### Sizing map

Bar = 20 um.
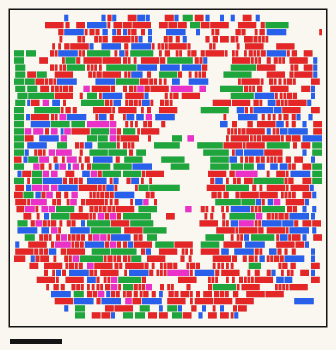
### Cell outlines without signal wires

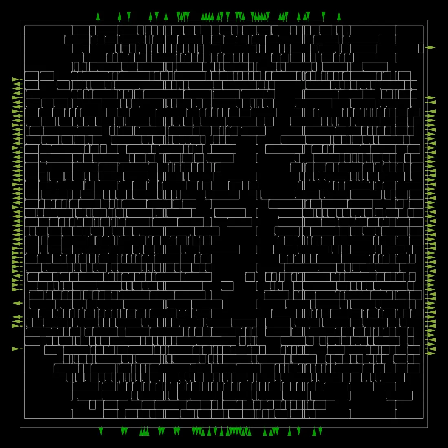
### M3 wires

Bar = 20 um.
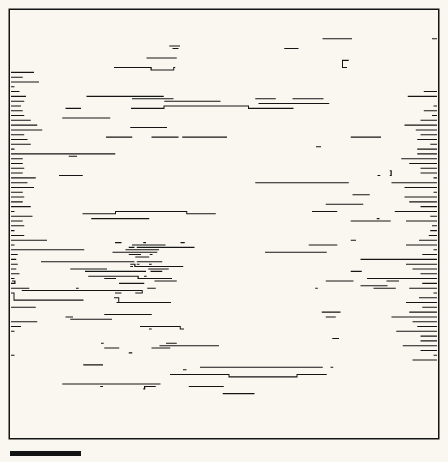
### Metal layers overlaid

Bar = 20 um.
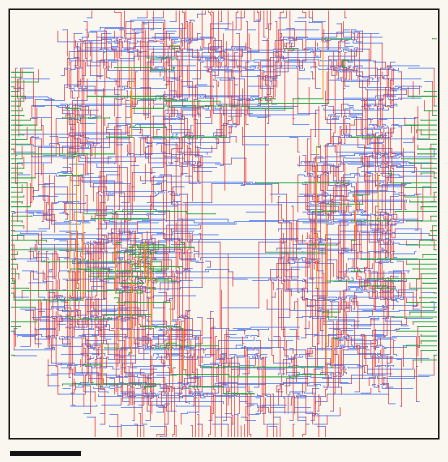
### Metal 4

Supply wires on this layer in gray. Cells faint in the background.
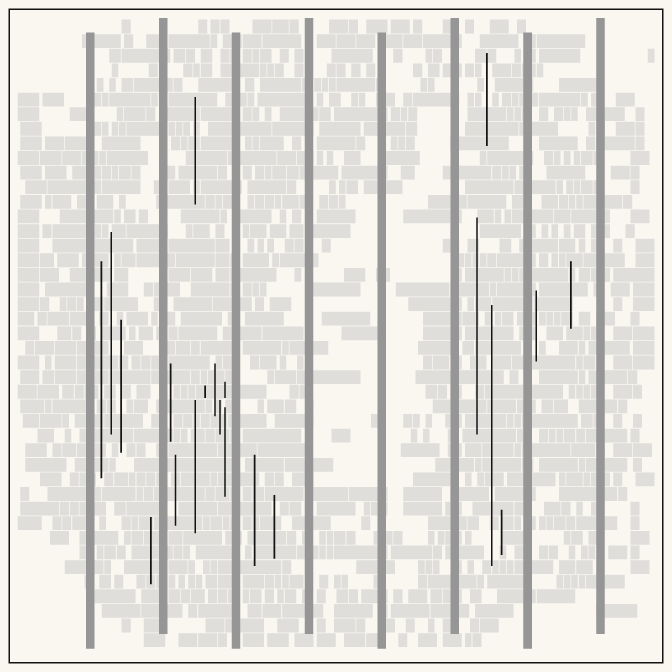
**src/rtl/decode_stage_if.sv**
```systemverilog
// Fetch-to-execute bus for decode_stage: instruction handshake in, decoded bundle out.
// master = the side that drives the instruction and consumes the bundle; slave = decode_stage.
interface decode_stage_if #(
    parameter int unsigned WIDTH = 32,
    parameter int unsigned PC_W  = 32
);
    logic             in_valid;
    logic             in_ready;
    logic [31:0]      in_inst;
    logic [PC_W-1:0]  in_pc;
    logic             out_valid;
    logic             out_ready;
    logic [1:0]       out_alu_op;
    logic [3:0]       out_alu_ctr;
    logic [4:0]       out_rs;
    logic [4:0]       out_rt;
    logic [4:0]       out_rd;
    logic [4:0]       out_shamt;
    logic [5:0]       out_funct;
    logic [WIDTH-1:0] out_imm;
    logic             out_reg_write;
    logic             out_mem_read;
    logic             out_mem_write;
    logic             out_branch;
    logic [4:0]       out_dst;
    logic             out_illegal;
    logic [PC_W-1:0]  out_pc;

    modport master (
        output in_valid, in_inst, in_pc, out_ready,
        input  in_ready, out_valid, out_alu_op, out_alu_ctr, out_rs, out_rt, out_rd,
               out_shamt, out_funct, out_imm, out_reg_write, out_mem_read,
               out_mem_write, out_branch, out_dst, out_illegal, out_pc
    );

    modport slave (
        input  in_valid, in_inst, in_pc, out_ready,
        output in_ready, out_valid, out_alu_op, out_alu_ctr, out_rs, out_rt, out_rd,
               out_shamt, out_funct, out_imm, out_reg_write, out_mem_read,
               out_mem_write, out_branch, out_dst, out_illegal, out_pc
    );
endinterface

```
**src/rtl/decode_stage.sv**
```systemverilog
// Registered MIPS-style decode stage with valid/ready on both sides and optional skid entry.
// Define DECODE_MULDIV_EN to decode the R-type MUL/DIV funct codes.
module decode_stage #(
    parameter int unsigned WIDTH = 32,
    parameter int unsigned PC_W  = 32,
    parameter int unsigned SKID  = 1
) (
    input  logic          clk,
    input  logic          rst,
    decode_stage_if.slave bus
);
    localparam int unsigned OP_W    = 6;
    localparam int unsigned REG_W   = 5;
    localparam int unsigned FUNCT_W = 6;

    localparam logic [OP_W-1:0] OP_RTYPE = 6'b000000;
    localparam logic [OP_W-1:0] OP_LW    = 6'b100011;
    localparam logic [OP_W-1:0] OP_SW    = 6'b101011;
    localparam logic [OP_W-1:0] OP_BEQ   = 6'b000100;
    localparam logic [OP_W-1:0] OP_ADDI  = 6'b001000;

    localparam logic [FUNCT_W-1:0] F_ADD = 6'b100000;
    localparam logic [FUNCT_W-1:0] F_SUB = 6'b100010;
    localparam logic [FUNCT_W-1:0] F_AND = 6'b100100;
    localparam logic [FUNCT_W-1:0] F_OR  = 6'b100101;
`ifdef DECODE_MULDIV_EN
    localparam logic [FUNCT_W-1:0] F_MUL = 6'b011000;
    localparam logic [FUNCT_W-1:0] F_DIV = 6'b011010;
`endif

    typedef struct packed {
        logic [1:0]         alu_op;
        logic [3:0]         alu_ctr;
        logic [REG_W-1:0]   rs;
        logic [REG_W-1:0]   rt;
        logic [REG_W-1:0]   rd;
        logic [REG_W-1:0]   shamt;
        logic [FUNCT_W-1:0] funct;
        logic [WIDTH-1:0]   imm;
        logic               reg_write;
        logic               mem_read;
        logic               mem_write;
        logic               branch;
        logic [REG_W-1:0]   dst;
        logic               illegal;
        logic [PC_W-1:0]    pc;
    } bundle_t;

    bundle_t dec_c;
    bundle_t main_q, main_d;
    bundle_t skid_q, skid_d;
    logic    main_vld_q, main_vld_d;
    logic    skid_vld_q, skid_vld_d;
    logic    rdy_q, rdy_d;
    logic    accept;
    logic    main_free;

    logic [OP_W-1:0]    op;
    logic [FUNCT_W-1:0] funct;

    assign op    = bus.in_inst[31:26];
    assign funct = bus.in_inst[5:0];

    // Field split and control decode of the incoming word
    always_comb begin
        dec_c           = '0;
        dec_c.rs        = bus.in_inst[25:21];
        dec_c.rt        = bus.in_inst[20:16];
        dec_c.rd        = bus.in_inst[15:11];
        dec_c.shamt     = bus.in_inst[10:6];
        dec_c.funct     = funct;
        dec_c.imm       = WIDTH'($signed(bus.in_inst[15:0]));
        dec_c.pc        = bus.in_pc;
        dec_c.alu_ctr   = 4'b0010;
        case (op)
            OP_RTYPE: begin
                dec_c.alu_op    = 2'b10;
                dec_c.reg_write = 1'b1;
                dec_c.dst       = bus.in_inst[15:11];
                case (funct)
                    F_ADD:   dec_c.alu_ctr = 4'b0010;
                    F_SUB:   dec_c.alu_ctr = 4'b0110;
                    F_AND:   dec_c.alu_ctr = 4'b0000;
                    F_OR:    dec_c.alu_ctr = 4'b0001;
`ifdef DECODE_MULDIV_EN
                    F_MUL:   dec_c.alu_ctr = 4'b0011;
                    F_DIV:   dec_c.alu_ctr = 4'b0100;
`endif
                    default: begin
                        dec_c.alu_ctr   = 4'b0000;
                        dec_c.illegal   = 1'b1;
                        dec_c.reg_write = 1'b0;
                    end
                endcase
            end
            OP_LW: begin
                dec_c.mem_read  = 1'b1;
                dec_c.reg_write = 1'b1;
                dec_c.dst       = bus.in_inst[20:16];
            end
            OP_SW: begin
                dec_c.mem_write = 1'b1;
            end
            OP_BEQ: begin
                dec_c.alu_op  = 2'b01;
                dec_c.alu_ctr = 4'b0110;
                dec_c.branch  = 1'b1;
            end
            OP_ADDI: begin
                dec_c.reg_write = 1'b1;
                dec_c.dst       = bus.in_inst[20:16];
            end
            default: begin
                dec_c.illegal = 1'b1;
            end
        endcase
    end

    // in_ready is forced low during reset; with a skid entry it comes straight from a flop
    assign bus.in_ready = !rst && ((SKID != 0) ? rdy_q : (!main_vld_q || bus.out_ready));
    assign accept       = bus.in_valid && bus.in_ready;
    assign main_free    = !main_vld_q || bus.out_ready;

    // Occupancy update: skid refills main first; stalled accepts park in skid
    always_comb begin
        main_d     = main_q;
        skid_d     = skid_q;
        main_vld_d = main_vld_q;
        skid_vld_d = skid_vld_q;
        if (main_free) begin
            if (skid_vld_q) begin
                main_d     = skid_q;
                main_vld_d = 1'b1;
                skid_vld_d = 1'b0;
            end else if (accept) begin
                main_d     = dec_c;
                main_vld_d = 1'b1;
            end else begin
                main_vld_d = 1'b0;
            end
        end else if (accept) begin
            skid_d     = dec_c;
            skid_vld_d = 1'b1;
        end
        rdy_d = !skid_vld_d;
    end

    always_ff @(posedge clk) begin
        if (rst) begin
            main_q     <= '0;
            skid_q     <= '0;
            main_vld_q <= 1'b0;
            skid_vld_q <= 1'b0;
            rdy_q      <= 1'b1;
        end else begin
            main_q     <= main_d;
            skid_q     <= skid_d;
            main_vld_q <= main_vld_d;
            skid_vld_q <= skid_vld_d;
            rdy_q      <= rdy_d;
        end
    end

    assign bus.out_valid     = main_vld_q;
    assign bus.out_alu_op    = main_q.alu_op;
    assign bus.out_alu_ctr   = main_q.alu_ctr;
    assign bus.out_rs        = main_q.rs;
    assign bus.out_rt        = main_q.rt;
    assign bus.out_rd        = main_q.rd;
    assign bus.out_shamt     = main_q.shamt;
    assign bus.out_funct     = main_q.funct;
    assign bus.out_imm       = main_q.imm;
    assign bus.out_reg_write = main_q.reg_write;
    assign bus.out_mem_read  = main_q.mem_read;
    assign bus.out_mem_write = main_q.mem_write;
    assign bus.out_branch    = main_q.branch;
    assign bus.out_dst       = main_q.dst;
    assign bus.out_illegal   = main_q.illegal;
    assign bus.out_pc        = main_q.pc;
endmodule

```
**src/flat_wrapper.sv**
```systemverilog
// flat-port wrapper written by rule: the top's interface ports become plain ports
module decode_stage_flat 
#(
    parameter int unsigned WIDTH = 32,
    parameter int unsigned PC_W  = 32,
    parameter int unsigned SKID  = 1
)
  (clk, rst, bus_in_valid, bus_in_inst, bus_in_pc, bus_out_ready, bus_in_ready, bus_out_valid, bus_out_alu_op, bus_out_alu_ctr, bus_out_rs, bus_out_rt, bus_out_rd, bus_out_shamt, bus_out_funct, bus_out_imm, bus_out_reg_write, bus_out_mem_read, bus_out_mem_write, bus_out_branch, bus_out_dst, bus_out_illegal, bus_out_pc);
  decode_stage_if #(.WIDTH(WIDTH), .PC_W(PC_W)) bus_i ();
  input  logic clk;
  input  logic rst;
  input wire logic [$bits(bus_i.in_valid)-1:0] bus_in_valid;
  input wire logic [$bits(bus_i.in_inst)-1:0] bus_in_inst;
  input wire logic [$bits(bus_i.in_pc)-1:0] bus_in_pc;
  input wire logic [$bits(bus_i.out_ready)-1:0] bus_out_ready;
  output wire logic [$bits(bus_i.in_ready)-1:0] bus_in_ready;
  output wire logic [$bits(bus_i.out_valid)-1:0] bus_out_valid;
  output wire logic [$bits(bus_i.out_alu_op)-1:0] bus_out_alu_op;
  output wire logic [$bits(bus_i.out_alu_ctr)-1:0] bus_out_alu_ctr;
  output wire logic [$bits(bus_i.out_rs)-1:0] bus_out_rs;
  output wire logic [$bits(bus_i.out_rt)-1:0] bus_out_rt;
  output wire logic [$bits(bus_i.out_rd)-1:0] bus_out_rd;
  output wire logic [$bits(bus_i.out_shamt)-1:0] bus_out_shamt;
  output wire logic [$bits(bus_i.out_funct)-1:0] bus_out_funct;
  output wire logic [$bits(bus_i.out_imm)-1:0] bus_out_imm;
  output wire logic [$bits(bus_i.out_reg_write)-1:0] bus_out_reg_write;
  output wire logic [$bits(bus_i.out_mem_read)-1:0] bus_out_mem_read;
  output wire logic [$bits(bus_i.out_mem_write)-1:0] bus_out_mem_write;
  output wire logic [$bits(bus_i.out_branch)-1:0] bus_out_branch;
  output wire logic [$bits(bus_i.out_dst)-1:0] bus_out_dst;
  output wire logic [$bits(bus_i.out_illegal)-1:0] bus_out_illegal;
  output wire logic [$bits(bus_i.out_pc)-1:0] bus_out_pc;
  assign bus_i.in_valid = bus_in_valid;
  assign bus_i.in_inst = bus_in_inst;
  assign bus_i.in_pc = bus_in_pc;
  assign bus_i.out_ready = bus_out_ready;
  assign bus_in_ready = bus_i.in_ready;
  assign bus_out_valid = bus_i.out_valid;
  assign bus_out_alu_op = bus_i.out_alu_op;
  assign bus_out_alu_ctr = bus_i.out_alu_ctr;
  assign bus_out_rs = bus_i.out_rs;
  assign bus_out_rt = bus_i.out_rt;
  assign bus_out_rd = bus_i.out_rd;
  assign bus_out_shamt = bus_i.out_shamt;
  assign bus_out_funct = bus_i.out_funct;
  assign bus_out_imm = bus_i.out_imm;
  assign bus_out_reg_write = bus_i.out_reg_write;
  assign bus_out_mem_read = bus_i.out_mem_read;
  assign bus_out_mem_write = bus_i.out_mem_write;
  assign bus_out_branch = bus_i.out_branch;
  assign bus_out_dst = bus_i.out_dst;
  assign bus_out_illegal = bus_i.out_illegal;
  assign bus_out_pc = bus_i.out_pc;
  decode_stage #(.WIDTH(WIDTH), .PC_W(PC_W), .SKID(SKID)) u_core (.clk(clk), .rst(rst), .bus(bus_i));
endmodule
```
**config.mk**
```make
export PLATFORM = sky130hd
export DESIGN_NAME = decode_stage_flat
export DESIGN_NICKNAME = d
export VERILOG_FILES = /design/src/rtl/decode_stage_if.sv /design/src/rtl/decode_stage.sv /design/src/flat_wrapper.sv
export SDC_FILE = /design/constraint.sdc
export NUM_CORES = 1
export LEC_CHECK = 0
export ABC_AREA = 1
export CORE_MARGIN = 1
export CORE_UTILIZATION = 43
export DETAILED_ROUTE_END_ITERATION = 10
export GPL_ROUTABILITY_DRIVEN = 1
export PLACE_DENSITY = 0.78
export REMOVE_ABC_BUFFERS = 1
export SLEW_MARGIN = 20
export SYNTH_ARGS = -nofsm -noshare
export SYNTH_HDL_FRONTEND = slang
export SYNTH_SLANG_ARGS = --single-unit
```
**constraint.sdc**
```tcl
create_clock -name clk -period 1.15 [get_ports clk]
set_input_delay 0.23 -clock clk [delete_from_list [all_inputs] [get_ports clk]]
set_output_delay 0.23 -clock clk [all_outputs]
set_load 0.01 [all_outputs]
```
==> results.yml <==
# implementation run metrics
critical_path:
  crit_path_end_kind: "flip-flop"
  startpoint: "u_core.bus.out_valid"
  crit_arrival_ns: 1.85
  max_stage_delay_ns: 0.34
  start_kind: "flip-flop"
  cp_slowest_cell: "dfxtp_2"
  path_max_fanout: 8
  rr_endpoint: "u_core.skid_q[105]"
run_status:
  violations: "setup timing"
  outcome: "complete, but fails checks"
grt:
  grt_antenna_before_repair: 0
  grtUsageTotal: 0.264
  grt_util_met1: 0.333
  grt_start_max_net_pins: 55
  grt_pass1_vias: 6141
  use_met2: 0.425
logic_synthesis:
  top_cell: "dfxtp_1"
  ys_types: 22
  synth_cells: 818
  mappedNetlistArea_mm2: 0.00613
clocking:
  h-tree-depth: 4
  cts.sinks: 149
sta:
  setup_viol: 165
  setup_slack_ns: -0.356
  fin_crit_ns: 1.51
  skew_ns: 0.00469
  drv_slew: 0
layout:
  syn_to_final_growth_pct: 55.4
min_path:
  holdPathStages: 3
  hold_path_class: "in2reg"
placement:
  pre_cts_ws_ns: -0.659
pwr:
  p_leak_uw: 0.00413
floorplan:
  pin_count: 176
  die_width_um: 121
flow_run:
  tool_warnings: 27
route:
  drt_iter0_drc: 696
  routed_wl_mm: 19.6
  wl_per_cell_um: 16.4
## Picture notes: 'Sizing map'
| size | color | cells |
|---|---|---|
| drive 1 or less | red | 674 |
| drive 2 | blue | 166 |
| drive 6 and up | green | 116 |
| drive 3 to 4 | magenta | 60 |

## Picture notes: 'Cell outlines without signal wires'
final design utilization: 0.686
Seq/total area: 0.322
fill count: 1048
Core Rows: 43
seq_cells: 149

## Picture notes: 'M3 wires'
main direction: horizontal
longest straight run: 34.5 um
wire length on this layer: 1460 um
nets with wire on the layer: 162
share of all routed wire: 7.4%

## Picture notes: 'Metal layers overlaid'
| layer | color | wire length |
|---|---|---|
| met1 | blue | 8330 um |
| met2 | red | 9410 um |
| met4 | orange | 393 um |
| met3 | green | 1460 um |

## Picture notes: 'Metal 4'
longest straight run: 48.3 um
wire length on this layer: 393 um
nets with wire on the layer: 16
share of all routed wire: 2.0%

## per-layer routing
metal | up-vias | routed length (um)
met2 | 281 | 9410
met5 | - | 0
met4 | 0 | 393
li1 | 3095 | -
met3 | 49 | 1460
met1 | 3094 | 8320
## state kept, by name, indices dropped and copies added, names as in the netlist
name,cells
u_core.skid_q,73
u_core.bus.out_pc,32
u_core.bus.out_imm,16
u_core.bus.out_dst,5
u_core.bus.out_rs,5
u_core.bus.out_rt,5
u_core.bus.out_alu_ctr,3
u_core.bus.out_alu_op,2
u_core.bus.out_branch,1
u_core.bus.out_illegal,1
u_core.bus.out_mem_read,1
u_core.bus.out_mem_write,1
u_core.bus.out_reg_write,1
u_core.bus.out_valid,1
u_core.rdy_q,1
u_core.skid_vld_q,1
## worst max-delay path: cells and delay by family, from the launching register on
kind,cells,cell delay [ns]
flops,1,0.34
buf+inv,3,0.44
simple gates,2,0.30
compound gates,2,0.34
## where the power goes
part | internal (uW) | leakage (uW) | switching [uW] | total [uW]
Sequential | 5430 | 0.00124 | 167 | 5600
Clock | 3530 | 0.000285 | 2070 | 5590
Combinational | 1020 | 0.00261 | 898 | 1910
## kinds of logic (layout without fill, tap and decap cells)
| family | after synthesis | count (layout) | synth area share |
|---|---|---|---|
| simple gates | 288 | 288 | 0.186 |
| compound gates | 255 | 255 | 0.220 |
| flops | 149 | 149 | 0.487 |
| buf+inv | 125 | 323 | 0.106 |
| other cells | 1 | 1 | 0.000612 |
## layout by cell type (no fill, tap or decap), types with 9 or more instances in the layout
master / synthesis / final
buf_16: 0 / 10
nor2_2: 1 / 12
clkdlybuf4s50_1: 0 / 62
dfxtp_1: 149 / 93
buf_12: 0 / 22
o21ai_1: 11 / 62
nor2_1: 124 / 110
a21oi_1: 46 / 41
dfxtp_2: 0 / 52
nand2_1: 144 / 143
a31oi_1: 59 / 57
buf_2: 22 / 59
buf_4: 37 / 46
nand3_1: 10 / 9
buf_6: 2 / 53
o21ai_2: 0 / 28
clkbuf_16: 0 / 18
o21ai_0: 139 / 59
inv_1: 26 / 25
## metrics by stage
stage                     setup TNS [ns]  hold slack (ns)  area (um^2)  instances
final                             -29.12            0.357         9520       1196
after global routing              -40.02            0.360         9520       1196
after CTS                         -24.16            0.336         9130       1184
after global placement            -84.27            0.453         8230       1135
after floorplan                  -300.96            0.299         5590        724
after detailed placement          -87.36            0.457         8230       1135
## layout make-up
type,instances,area (um^2),share of cell area
inverter,31,128,0.0134
clock buffer,23,478,0.0502
sequential,149,3060,0.322
multi-input combinational,544,2720,0.286
tap,180,225,0.0236
timing repair buffer,264,2810,0.295
clock inverter,5,100,0.0105
## repair_timing
item,4_1_cts,5_1_grt
gates resized,597,115
cloned,13,1
pin swaps,18,14
setup endpoints to repair,253,211
setup buffers,8,13
Power is estimated from default activity; no workload was simulated.
